`src/rtl/dram_arbiter.sv`:
```
// dram_arbiter: shares the data-RAM port between the CPU (priority, zero latency) and a bounded-wait debug burst port
module dram_arbiter #(
  parameter int ADDR_W = 32,
  parameter int DATA_W = 32,
  parameter int MAX_WAIT = 4,
  parameter int MAX_BURST = 8
) (
  input  logic              clk_in,
  input  logic              reset,
  input  logic              cpu_req,
  input  logic              cpu_we,
  input  logic [ADDR_W-1:0] cpu_addr,
  input  logic [DATA_W-1:0] cpu_wdata,
  output logic [DATA_W-1:0] cpu_rdata,
  output logic              cpu_stall,
  input  logic              dbg_req,
  input  logic              dbg_we,
  input  logic [ADDR_W-1:0] dbg_addr,
  input  logic [3:0]        dbg_len,
  input  logic [DATA_W-1:0] dbg_wdata,
  output logic [DATA_W-1:0] dbg_rdata,
  output logic              dbg_gnt,
  output logic              dbg_done,
  output logic              mem_en,
  output logic              mem_we,
  output logic [ADDR_W-1:0] mem_addr,
  output logic [DATA_W-1:0] mem_wdata,
  input  logic [DATA_W-1:0] mem_rdata
);
  localparam int WW = $clog2(MAX_WAIT + 1);
  localparam logic [WW-1:0] WMAX = WW'(MAX_WAIT);
  localparam logic [3:0] MB = 4'(MAX_BURST);
  typedef enum logic {IDLE, BURST} state_t;
  state_t state_q, state_d;
  logic [WW-1:0] wait_q, wait_d;
  logic [3:0] beat_q, beat_d, len_q, len_d, eff_len;
  logic [ADDR_W-1:0] base_q, base_d;
  logic we_q, we_d, dbg_win, cpu_win, burst;
  always_comb begin
    eff_len = dbg_len == 4'd0 ? 4'd1 : dbg_len > MB ? MB : dbg_len;
    burst = reset && state_q == BURST;
    dbg_win = reset && state_q == IDLE && dbg_req && (!cpu_req || wait_q == WMAX);
    cpu_win = reset && state_q == IDLE && cpu_req && !dbg_win;
    dbg_gnt = dbg_win || burst;
    dbg_done = dbg_win ? eff_len == 4'd1 : burst && beat_q == len_q - 4'd1;
    cpu_stall = reset && cpu_req && !cpu_win;
    mem_en = cpu_win || dbg_gnt;
    mem_we = cpu_win ? cpu_we : dbg_win ? dbg_we : burst && we_q;
    mem_addr = cpu_win ? cpu_addr : burst ? base_q + ADDR_W'({beat_q, 2'b00}) : dbg_addr;
    mem_wdata = cpu_win ? cpu_wdata : dbg_wdata;
    cpu_rdata = mem_rdata;
    dbg_rdata = mem_rdata;
    state_d = dbg_win && eff_len != 4'd1 ? BURST : burst && dbg_done ? IDLE : state_q;
    wait_d = (state_q == BURST || dbg_win || !dbg_req) ? '0 : wait_q == WMAX ? wait_q : wait_q + 1'b1;
    beat_d = dbg_win ? 4'd1 : burst ? beat_q + 4'd1 : beat_q;
    base_d = dbg_win ? dbg_addr : base_q;
    len_d = dbg_win ? eff_len : len_q;
    we_d = dbg_win ? dbg_we : we_q;
  end
  always_ff @(posedge clk_in) begin
    if (!reset) begin
      state_q <= IDLE;
      wait_q <= '0;
      beat_q <= '0;
    end else begin
      state_q <= state_d;
      wait_q <= wait_d;
      beat_q <= beat_d;
      base_q <= base_d;
      len_q <= len_d;
      we_q <= we_d;
    end
  end
endmodule

```
`config.mk`:
```
export PLATFORM = sky130hd
export DESIGN_NAME = dram_arbiter
export DESIGN_NICKNAME = d
export VERILOG_FILES = /design/src/rtl/dram_arbiter.sv
export SDC_FILE = /design/constraint.sdc
export NUM_CORES = 1
export LEC_CHECK = 0
export CAP_MARGIN = 25
export CORE_AREA = 4 4 117 119
export CTS_BUF_LIST = sky130_fd_sc_hd__clkbuf_4 sky130_fd_sc_hd__clkbuf_8
export DETAILED_ROUTE_END_ITERATION = 7
export DIE_AREA = 0 0 121 123
export PLACE_DENSITY = 0.82
export SLEW_MARGIN = 20
export SYNTH_ARGS = -nofsm -noshare
export SYNTH_HDL_FRONTEND = slang
export SYNTH_SLANG_ARGS = --single-unit
```
`constraint.sdc`:
```
create_clock -name clk_in -period 4.6 [get_ports clk_in]
set_clock_uncertainty 0.15 [all_clocks]
set_input_delay 1.15 -clock clk_in [delete_from_list [all_inputs] [get_ports clk_in]]
set_output_delay 1.15 -clock clk_in [all_outputs]
set_load 0.05 [all_outputs]
```
==> results.txt <==
fresh numbers from the pnr run: Die Width=121 microns, launching element of the worst setup path=reset, DRT Wirelength=12.1 mm, cells traversed along the worst timing path=clkdlybuf4s50_1, nor2b_1, and3_4, buf_12, mux2_2, buf_4, clock insertion delay at the later pin of the skew report=300 ps, met2 usage in global routing=29.7%, final worst setup slack=402 ps, fraction of final layout cells with drive strength greater than 1=25.5%, total of endpoints with negative setup slack in the final report=0, Remaining Overflow, GRT=0, pin count of the biggest net entering global routing=49, Crit path max-delay family=buffers and inverters, area of combinational cells with multiple inputs=1960 sq um, beginning of the worst hold path=wait_q[0], TritonCTS buffer count=5, TritonCTS clock tree=yes, biggest cell category by area in the final layout=non-clock buffers, Syn-to-layout area delta=56.2%, clock input transition at the sequential cells of the worst setup and hold paths=90 ps, sequential element share of the synthesized area=33.1%, result of the run=finished clean, Hold Buf Count CTS=0, final hold vios=0, async set-or-reset flop fraction in the synthesized netlist=0%, number of nets at floorplan=575, max-cap violations=0
==> state kept, by name (all words and copies together), names as in the netlist <==
register / flops
state_q: 1
we_q: 1
base_q: 32
wait_q: 3
len_q: 4
beat_q: 4
==> placed cells by master, fill, tap and decap left out, types with 5 or more instances in the layout <==
cell type,n
nand4_1,7
clkdlybuf4s50_1,138
xor2_1,14
dfxtp_1,8
clkbuf_8,6
nor2_1,10
buf_4,38
buf_12,37
inv_1,8
xnor2_1,23
a22oi_1,12
mux2_2,32
nand3_1,9
o21ai_0,15
nand2_1,49
o221ai_1,12
edfxtp_1,37
ha_1,8
mux2i_1,5
==> power breakdown <==
group | internal, mW | switching, mW | leakage (nW)
combinational | 0.305 | 0.329 | 1.79
sequential | 0.454 | 0.0118 | 0.405
clock | 0.177 | 0.136 | 0.0617
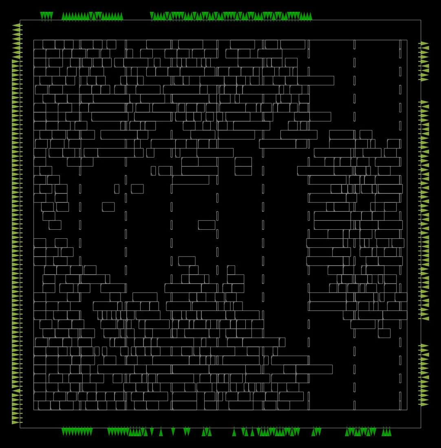
*Cell placement*
register share of the cell area: 21.2%
cell row count: 41

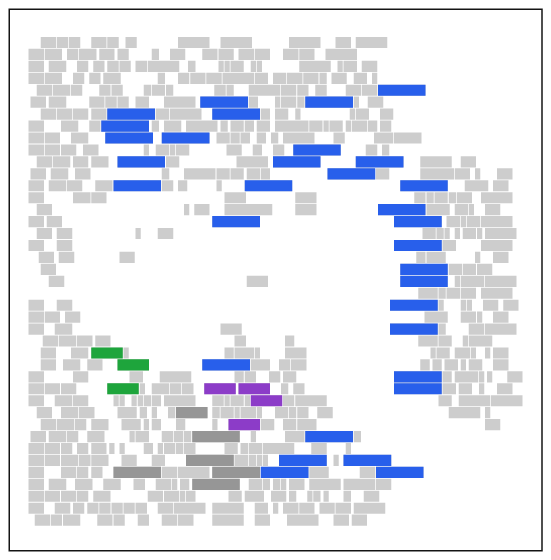
*Sequential cells grouped by signal name*
[beat_q] purple | sequential cells: 4
[wait_q] green | sequential cells: 3
[base_q] blue | sequential cells: 32
not colored: 6

No activity file was given, so power comes from the tool's default toggle rates.
